**config.mk**
```make
export PLATFORM = sky130hd
export DESIGN_NAME = add16_nibble_seq
export DESIGN_NICKNAME = d
export VERILOG_FILES = /design/src/rtl/add16_nibble_seq.sv
export SDC_FILE = /design/constraint.sdc
export NUM_CORES = 1
export LEC_CHECK = 0
export CORE_MARGIN = 5
export CORE_UTILIZATION = 40
export DETAILED_ROUTE_END_ITERATION = 10
export MAX_ROUTING_LAYER = met4
export PLACE_DENSITY = 0.68
export SYNTH_ARGS = -nofsm -noshare
export SYNTH_HDL_FRONTEND = slang
export SYNTH_SLANG_ARGS = --single-unit
```
**constraint.sdc**
```tcl
create_clock -name clk -period 1.9 [get_ports clk]
set_input_delay 0.57 -clock clk [delete_from_list [all_inputs] [get_ports clk]]
set_output_delay 0.57 -clock clk [all_outputs]
set_load 0.1 [all_outputs]
```
**src/rtl/add16_nibble_seq.sv**
```systemverilog
// Nibble-serial operand sequencer around an external 4-bit full adder.
// Operands go out LSB nibble first and the carry is chained through a register.
module add16_nibble_seq #(
  parameter int NIBBLES = 4
) (
  input  logic                 clk,
  input  logic                 rst_n,
  input  logic                 in_valid,
  output logic                 in_ready,
  input  logic [4*NIBBLES-1:0] in_a,
  input  logic [4*NIBBLES-1:0] in_b,
  input  logic                 in_cin,
  output logic [3:0]           add_a,
  output logic [3:0]           add_b,
  output logic                 add_cin,
  input  logic [3:0]           add_sum,
  input  logic                 add_cout,
  output logic                 out_valid,
  input  logic                 out_ready,
  output logic [4*NIBBLES-1:0] out_sum,
  output logic                 out_cout,
  output logic                 busy
);

  localparam int W  = 4 * NIBBLES;
  localparam int IW = (NIBBLES > 1) ? $clog2(NIBBLES) : 1;

  typedef enum logic [1:0] {IDLE, RUN, DONE} state_t;

  state_t          state;
  logic [W-1:0]    a_sh;
  logic [W-1:0]    b_sh;
  logic [W-1:0]    result;
  logic            carry_reg;
  logic [IW-1:0]   idx;
  logic            out_valid_q;
  logic            busy_q;

  // Each sum nibble enters at the top, so after NIBBLES shifts nibble 0 sits at the bottom.
  always_ff @(posedge clk or negedge rst_n) begin
    if (!rst_n) begin
      state       <= IDLE;
      a_sh        <= '0;
      b_sh        <= '0;
      result      <= '0;
      carry_reg   <= 1'b0;
      idx         <= '0;
      out_valid_q <= 1'b0;
      busy_q      <= 1'b0;
    end else begin
      case (state)
        IDLE: begin
          if (in_valid) begin
            a_sh      <= in_a;
            b_sh      <= in_b;
            carry_reg <= in_cin;
            idx       <= '0;
            result    <= '0;
            busy_q    <= 1'b1;
            state     <= RUN;
          end
        end
        RUN: begin
          result    <= (result >> 4) | (W'(add_sum) << (W - 4));
          carry_reg <= add_cout;
          a_sh      <= a_sh >> 4;
          b_sh      <= b_sh >> 4;
          idx       <= idx + 1'b1;
          if (idx == IW'(NIBBLES - 1)) begin
            out_valid_q <= 1'b1;
            state       <= DONE;
          end
        end
        DONE: begin
          if (out_ready) begin
            out_valid_q <= 1'b0;
            busy_q      <= 1'b0;
            state       <= IDLE;
          end
        end
        default: state <= IDLE;
      endcase
    end
  end

  // Gated by rst_n so the block never advertises ready while held in reset.
  assign in_ready  = rst_n && (state == IDLE);
  assign add_a     = (state == RUN) ? a_sh[3:0] : 4'h0;
  assign add_b     = (state == RUN) ? b_sh[3:0] : 4'h0;
  assign add_cin   = (state == RUN) ? carry_reg : 1'b0;
  assign out_valid = out_valid_q;
  assign out_sum   = result;
  assign out_cout  = carry_reg;
  assign busy      = busy_q;

endmodule

```
### Sequential cells grouped by signal name, run 1

Drawn at 3 px/um.
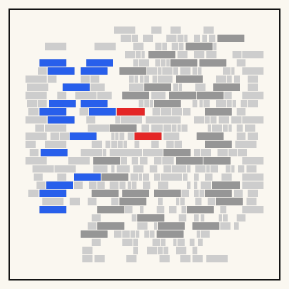
colour	signal	flops
blue	out_sum	16
red	state	2

### Gate-type map, run 1

Drawn at 3 px/um.
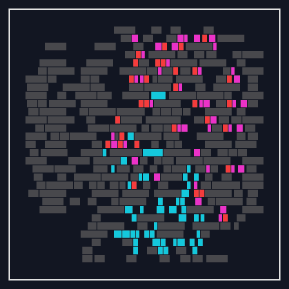
colour	family	cells	most used
cyan	NOR gates	45	nor3_1
magenta	NAND gates	41	nand2_1
red	inverting AOI/OAI gates	30	o21ai_0
most frequent logic cell in the layout: dfrtp_1
Final Instance Count excl. Fillers: 402
Comb area share: 27.5%

==> metrics.csv, run 1 <==
stage,metric,value,unit
logic_synthesis,Post-synth EDFFs,0,
route,WL per Instance,15.7,um
critical_path,CP required,1330,ps
logic_synthesis,synthesis area per yosys,0.00254,sq mm
global_routing,largest net degree at the start of global routing,56,
logic_synthesis,yosys stat cell total,244,
die,Top Ports,71,
finish,fillcell total,493,
finish,share of cells above drive strength 1,23.7,%
finish,Layout clock area frac,3.02,%
critical_path,CP arrival,1380,ps
finish,Layout Utilization,62.0,%
finish,Seq area share,35.4,%
global_routing,initial antenna violation count,0,
cts,CTS tree,yes,
placement,Post-DP Area,0.00364,sq mm
final_timing,final worst slack,-53.8,ps
die,core area,0.00628,sq mm
min_path,HP Class,in -> async,
run_status,outcome,"complete, but fails checks",
critical_path,critical path launch point,state[0]$_DFFE_PN0P_,
run_status,violated checks,setup timing,
final_timing,Final setup viols,10,
finish,Data buffer area share,31.5,%
route,DRT antenna net count,0,
logic_synthesis,yosys adder share,0.493,%
logic_synthesis,Post-Synth Simple-Gate Area,20.1,%
cts,clk slew on worst S/H paths,100,ps
global_routing,number of global-route vias before repair,2086,
critical_path,Critical Path Start Type,flip-flop,
logic_synthesis,Synth Seq Share,54.2,%
critical_path,crit path kind,reg -> out,
route,total vias in the final route,2142,
critical_path,reg2reg start,state[1]$_DFFE_PN0P_,
finish,nets@finish,367,
final_timing,Max-slew headroom,54.2,%
placement,gpl congestion,0.734,
### Ports around the boundary, run 1

Drawn at 6 px/um. Pins as bars across the die edge, other pins in grey.
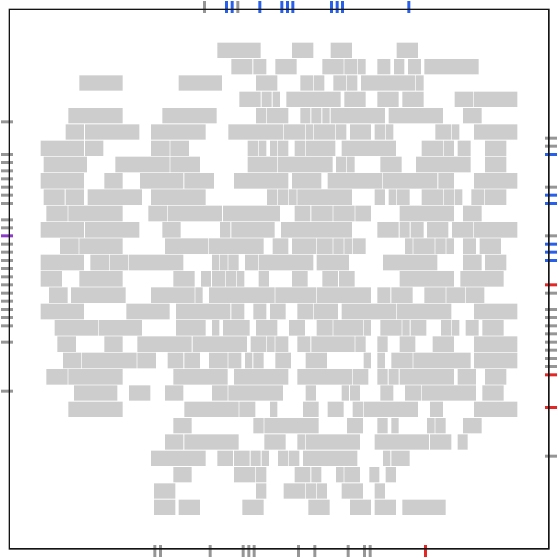
colour	port	pins	direction	edge
purple	busy	1	output	left
blue	in_a	16	input	10 top, 6 right
red	add_b	4	output	3 right, 1 bottom

run 1: sequential cells by signal, indices dropped and copies added (netlist names):
signal     flops
out_cout       1
out_sum       16
busy           1
state          2
a_sh          16
b_sh          16
out_valid      1
idx            2
run 1: kinds of logic after synthesis:
family	Yosys count
simple gates	97
compound gates	68
flops	55
buf+inv	23
fa+ha+maj	1
run 1: routing by layer:
| layer | vias up | part of all wire (%) | track usage, % |
|---|---|---|---|
| met2 | 84 | 46 | 24.6 |
| met3 | 2 | 9.1 | 5.29 |
| met5 | - | 0 | - |
| li1 | 1024 | - | - |
| met4 | 0 | 0.43 | 2.03 |
| met1 | 1032 | 44 | 23.4 |
==> run 1 -> run 2 <==
Settings changed: SKIP_LAST_GASP set to 1.
### Congestion heat map, run 2

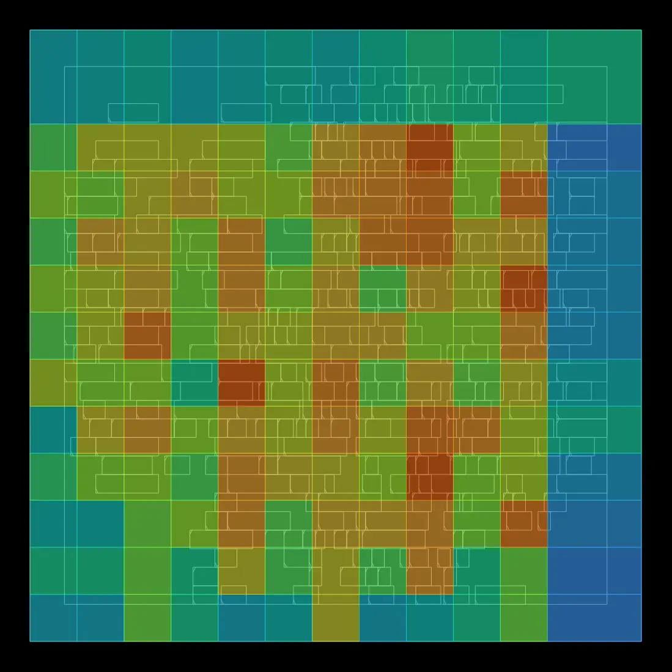
layer with the highest usage: met2
GR Util met2: 24.6%

==> run 2 against run 1 <==
  * The run still ends with setup timing left
  * Critical path depth is the same
  * Non-clock buffer count is the same
  * Global-route usage is the same
  * Cell area is the same
  * First-iteration DRC count is the same
  * Critical path type unchanged
  * Highest routed layer unchanged
  * Worst setup slack is the same
  * Area after synthesis is the same
  * Clock skew is the same
  * Fmax is the same
==> metrics.csv, run 2 <==
stage,metric,value,unit
run_status,violated checks,setup timing,
route,total vias in the final route,2142,
global_routing,largest net degree at the start of global routing,56,
critical_path,reg2reg start,state[1]$_DFFE_PN0P_,
critical_path,CP arrival,1380,ps
cts,clk slew on worst S/H paths,100,ps
finish,share of cells above drive strength 1,23.7,%
global_routing,met3 usage,5.29,%
route,met1 WL,2800,um
final_timing,final worst slack,-53.8,ps
min_path,HP Class,in -> async,
final_timing,Final setup viols,10,
die,Top Ports,71,
route,WL per Instance,15.7,um
finish,Layout Utilization,62.0,%
global_routing,initial antenna violation count,0,
finish,nets@finish,367,
critical_path,critical path launch point,state[0]$_DFFE_PN0P_,
global_routing,GR Util met1,23.4,%
run_status,outcome,"complete, but fails checks",
logic_synthesis,Post-synth EDFFs,0,
route,DRT antenna net count,0,
placement,gpl congestion,0.734,
cts,postcts setup bufs,9,
critical_path,Critical Path Start Type,flip-flop,
die,core area,0.00628,sq mm
finish,fillcell total,493,
finish,most frequent logic cell in the layout,dfrtp_1,
finish,Final Instance Count excl. Fillers,402,
critical_path,number of stages on the worst setup path,4,
critical_path,crit path kind,reg -> out,
final_timing,Max-slew headroom,54.2,%
logic_synthesis,Syn Area/Cell,10.4,sq um
logic_synthesis,yosys stat cell total,244,
critical_path,CP required,1330,ps
placement,Post-DP Area,0.00364,sq mm
[run 2: cell counts in the layout (fill, tap and decap cells not counted)]
No cell type changed its count.
[run 2: cell type report]
class | count | area (sq um) | share of cell area, %
clock inverters | 2 | 35.0 | 0.900
inverters | 1 | 3.75 | 0.0965
well taps | 77 | 96.3 | 2.48
clock buffers | 6 | 82.6 | 2.12
repair buffers | 95 | 1230 | 31.5
multi-input cells | 166 | 1070 | 27.5
flip-flops and latches | 55 | 1380 | 35.4
[run 2: kinds of logic after synthesis]
| logic type | count (synthesis) | synth area share [%] |
|---|---|---|
| flops | 55 | 54.2 |
| fa+ha+maj | 1 | 0.493 |
| buf+inv | 23 | 5.37 |
| compound gates | 68 | 19.9 |
| simple gates | 97 | 20.1 |
